### Cell area per tile, run 1

Scale: 3 px per um. 12 x 12 tiles, from dark blue (low) to red (high), 0 to 100% covered.
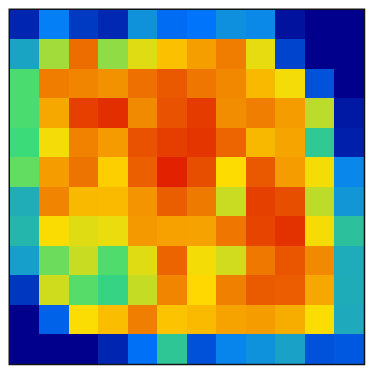
### The metal 4 layer, run 1

Scale: 3 px per um. Supply wires on this layer in grey.
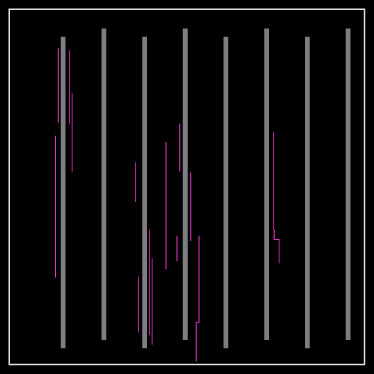
### Clock network drawn from the DEF, run 1

Scale: 3 px per um.
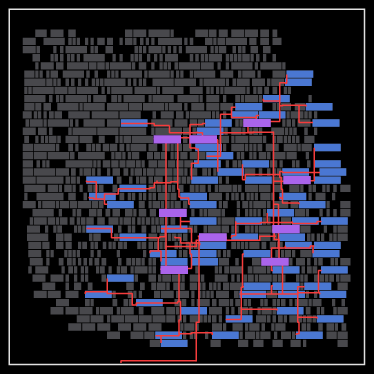
==> config.mk <==
export PLATFORM = sky130hd
export DESIGN_NAME = output_layer_engine_flat
export DESIGN_NICKNAME = d
export VERILOG_FILES = /design/src/rtl/output_layer_engine_if.sv /design/src/rtl/output_layer_engine.sv /design/src/flat_wrapper.sv
export SDC_FILE = /design/constraint.sdc
export NUM_CORES = 1
export LEC_CHECK = 0
export ABC_AREA = 1
export CAP_MARGIN = 20
export CORE_MARGIN = 4
export CORE_UTILIZATION = 60
export CTS_CLUSTER_SIZE = 30
export DETAILED_ROUTE_END_ITERATION = 8
export PLACE_DENSITY = 0.81
export SYNTH_ARGS = -nofsm -noshare
export SYNTH_HDL_FRONTEND = slang
export SYNTH_SLANG_ARGS = --single-unit
==> constraint.sdc <==
create_clock -name clk -period 5.45 [get_ports clk]
set_input_delay 1.09 -clock clk [delete_from_list [all_inputs] [get_ports clk]]
set_output_delay 1.09 -clock clk [all_outputs]
set_load 0.02 [all_outputs]
==> flow_summary.toml, run 1 <==
# implementation run metrics
[clocking]
cts_resized = 18
cts_buffers = 9

[synth]
ys_cells = 930
postSynthAreaPerCell_sq_um = 7.80
synth-main-ff-cell = "dfrtp_1"
ys_sh_aoi = 0.0753
synth.area.mux_share = 0
netlist_area_sq_um = 7250
yosys-top-cells-area = "dfrtp_1 (24%), ha_1 (18%), fa_1 (14%), nand2_1 (13%), inv_1 (9.0%)"

[global_route]
grt_pass1_wl_um = 27700
grt_overflow = 0
grt_max_degree = 70
use_met2 = 0.405
top_usage_layer = "met2"

[worst_setup_path]
worst-path-max-fanout = 5
cp_slowest_cell = "fa_1"
worstRegToRegCells = 19
crit_family = "adder cells"
path_cells = "clkdlybuf4s50_1 > nand2_1 > fa_1 > inv_1 > fa_1 > fa_1 > fa_1 > fa_1 > ha_4 > nand2_2 > nor3_2 > nor2_2 > o21ai_2 > nand2_1 > nand2_1 > a21oi_1 > o21ai_0 > nand2_1"
ff2ff_setup_slack_ps = 940
critPathBufInv = 2

[layout]
insertedDiodeCount = 0
comb_cells = 653
syn2layout_area_growth_pct = 19.2
layout.area.comb_sq_um = 4820
fin_area_sq_um = 8640
n_fill_cell = 872

[timing]
max_slew_margin = 0.416
max_slew.worst_pin.slew_ps = 876
hold_viol = 0
min_period_ps = 5250
fin_setup_tns_ps = 0
slew_viol_final = 0
post-route-period-util = 0.964
setup_viol = 0

[job]
drv_cap = 0

[placed_design]
numPortBuffers = 51
pre_cts_slack_ps = -620
dpl.hpwl_um = 12800

[routing]
wl_per_cell_um = 14.1
wl_met3_um = 881
routed-wl-met2_um = 8010
topRoutingLayerUsed = "met4"
wl_met1_um = 7220
via_per_inst = 5.36
dr.pass1.iters = 7

[outcome]
status = "finished, final reports clean"

[floorplanning]
io_pins = 52
Back to the opening pictures, 'Cell area per tile':
- fullest tile: 96%
- nearly empty tiles: 6.2%
- mean over tiles: 61%
- densest ninth of the die: middle
- tiles over 75% full: 47%
CORE AREA: 11600 sq um
FP Util: 0.624
Final Util: 0.744

Back to the opening pictures, 'The metal 4 layer':
- nets with wire on the layer: 13
- share of all routed wire: 2.4%
- longest straight run: 46.9 um
- main direction: vertical
- wire length on this layer: 393 um
drt total wl: 16500 um
vias: 6267

Back to the opening pictures, 'Clock network drawn from the DEF':
- red: clock wires (length 943 um)
- blue: flip-flops (count 69)
- purple: cells driving clock nets (count 9)
- routed clock nets: 10
Worst Skew: 7.21 ps

## Run 2: what changed since run 1
CAP_MARGIN = 25   (was 20)
CTS_CLUSTER_DIAMETER = 50   (was not set)
### Cell area per tile, run 2

Scale: 3 px per um. 12 x 12 tiles, from dark blue (low) to red (high), 0 to 100% covered.
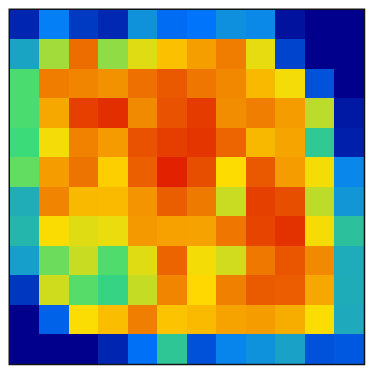
- fullest tile: 96%
- densest ninth of the die: middle
- nearly empty tiles: 6.2%
- mean over tiles: 61%
- tiles over 75% full: 47%

==> run 2 against run 1 <==
Against the previous run:
- worst setup slack did not move
- sequential share of layout area did not move
- hold slack did not move
- cell area did not move
- first-iteration DRC count did not move
- wire length did not move
==> flow_summary.toml, run 2 <==
# implementation run metrics
[timing]
setup_viol = 0
min_period_ps = 5250
post-route-period-util = 0.964
clock_skew_ps = 7.21
fin_setup_tns_ps = 0
slew_viol_final = 0
max_slew_margin = 0.416
hold_viol = 0

[job]
drv_cap = 0

[routing]
wl_met1_um = 7220
dr_total_vias = 6267
via_per_inst = 5.36
wl_met3_um = 881
dr.pass1.iters = 7
drt_wl_total_um = 16500

[synth]
ys_cells = 930
synth-main-ff-cell = "dfrtp_1"
netlist_area_sq_um = 7250
yosys-top-cells-area = "dfrtp_1 (24%), ha_1 (18%), fa_1 (14%), nand2_1 (13%), inv_1 (9.0%)"
ys_sh_aoi = 0.0753
postSynthAreaPerCell_sq_um = 7.80

[worst_setup_path]
critPathBufInv = 2
cp_slowest_cell = "fa_1"
worst-path-max-fanout = 5
worstRegToRegCells = 19
crit_family = "adder cells"
ff2ff_setup_slack_ps = 940

[clocking]
cts_buffers = 9
cts_resized = 18

[floorplanning]
fp_util = 0.624
fp.coreArea_sq_um = 11600

[placed_design]
dpl.hpwl_um = 12800
numPortBuffers = 51
pre_cts_slack_ps = -620

[layout]
insertedDiodeCount = 0
syn2layout_area_growth_pct = 19.2
fin_area_sq_um = 8640
n_fill_cell = 872
fin_util = 0.744
layout.area.comb_sq_um = 4820

[outcome]
status = "finished, final reports clean"

[global_route]
grt_max_degree = 70
### Congestion heat map, run 2

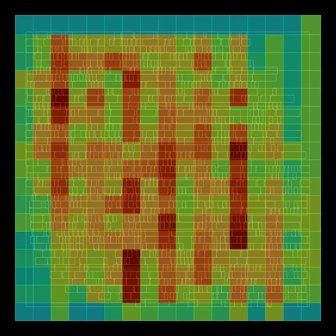
met2 usage in global routing: 0.405
routed length per instance: 14.1 um
gr usage total: 0.237
most used routing layer: met2
met1 global-route usage: 0.317

## Run 3: what changed since run 2
CORE_UTILIZATION = 61   (was 60)
PLACE_DENSITY = 0.82   (was 0.81)
### Clock network drawn from the DEF, run 3

Scale: 3 px per um.
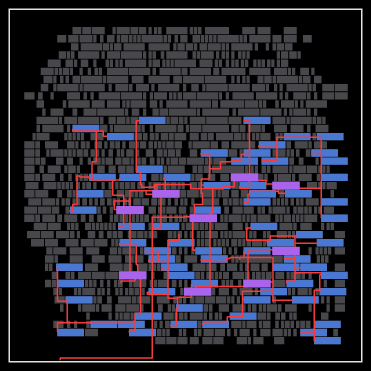
- red: clock wires (length 974 um)
- blue: flip-flops (count 69)
- purple: cells driving clock nets (count 9)
- routed clock nets: 10
Worst Skew: 6.98 ps
Worst-Skew Late Latency: 330 ps

==> run 3 against run 2 <==
Against the previous run:
- the run now ends with setup timing left
- hold slack improved by 3.5 ps
- cell count grew 0.77%
- global-route usage rose by 3.5 points
- synthesized cell count is the same
- area after synthesis is the same
- critical path type unchanged
- highest routed layer unchanged
==> flow_summary.toml, run 3 <==
# implementation run metrics
[global_route]
grt_util_all_layers = 0.272
top_usage_layer = "met2"
grt_max_degree = 67
grt_pass1_wl_um = 29700
use_met2 = 0.456
grt_pass1_vias = 6229
grt_use_met1 = 0.374
globalRouteMet3Util = 0.0422

[placed_design]
pre_cts_slack_ps = -638
dpl.hpwl_um = 13500
numPortBuffers = 51

[worst_setup_path]
endpoint_kind = "flop"
slowest_delay_ps = 570
worstRegToRegCells = 19
ff2ff_setup_slack_ps = 820
crit_path_start_kind = "input port"
path_cells = "clkdlybuf4s50_1 > nand2_2 > fa_1 > inv_1 > fa_1 > fa_1 > fa_1 > fa_1 > ha_4 > a21oi_4 > o21ai_0 > nand2_1 > nand2_2 > nor2_4 > o21ai_1 > a21oi_1 > o21ai_0 > nand2_1"
worst-path-max-fanout = 5
worstPathRequired_ps = 5670
cp_slowest_cell = "clkdlybuf4s50_1"
critPathBufInv = 2
crit_family = "adder cells"

[routing]
via_per_inst = 5.59
wl_met3_um = 1060
ant_nets = 0
wl_per_cell_um = 16.0
dr.pass1.iters = 6
wl_met1_um = 7820
drtIter0Drc = 637

[timing]
max_slew_margin = 0.356
setup_ws_ps = -1.37
fin_setup_tns_ps = -1.37
setup_viol = 1
min_period_ps = 5450
slew_viol_final = 0
hold_viol = 0
post-route-period-util = 1.00

[synth]
edf_count = 0
synth.area.mux_share = 0
ys_sh_aoi = 0.0753
postSynthAreaPerCell_sq_um = 7.80
synth-main-ff-cell = "dfrtp_1"
xor_share = 0.0121
async_flop_share = 1.00
yosys-top-cells-area = "dfrtp_1 (24%), ha_1 (18%), fa_1 (14%), nand2_1 (13%), inv_1 (9.0%)"
syn-instance-count = 930
ys_chip_area_sq_um = 7250
ys_cells = 930
netlist_area_sq_um = 7250
synth_top_cell_by_count = "nand2_1"
synthAdderAreaFrac = 0.322

[clocking]
cts_tree = "built"
cts_resized = 21
cts_setup_buffers = 1
cts_buffers = 9
cts_root_buf = "clkbuf_16"
path_clk_slew_ps = 60

[job]
drv_cap = 0

[floorplanning]
die_y_um = 117
fp_util = 0.630
io_pins = 52
placementRows = 39
fp.coreArea_sq_um = 11500

[layout]
syn2layout_area_growth_pct = 21.7
layout_top_cell = "nand2_1"
n_fill_cell = 791
fin_util = 0.766
layout.area.comb_sq_um = 4880
fin_area_sq_um = 8820
drive_above_1_share = 0.156
comb_share = 0.553
fin_cells = 1179
insertedDiodeCount = 0

[outcome]
status = "finished, violations left"
violations = "setup timing"
### The metal 4 layer, run 3

Scale: 3 px per um. Supply wires on this layer in grey.
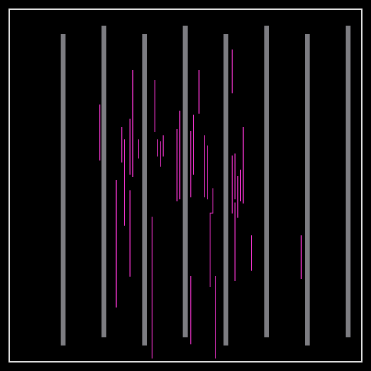
- main direction: vertical
- nets with wire on the layer: 29
- wire length on this layer: 652 um
drt total wl: 18800 um
vias: 6590

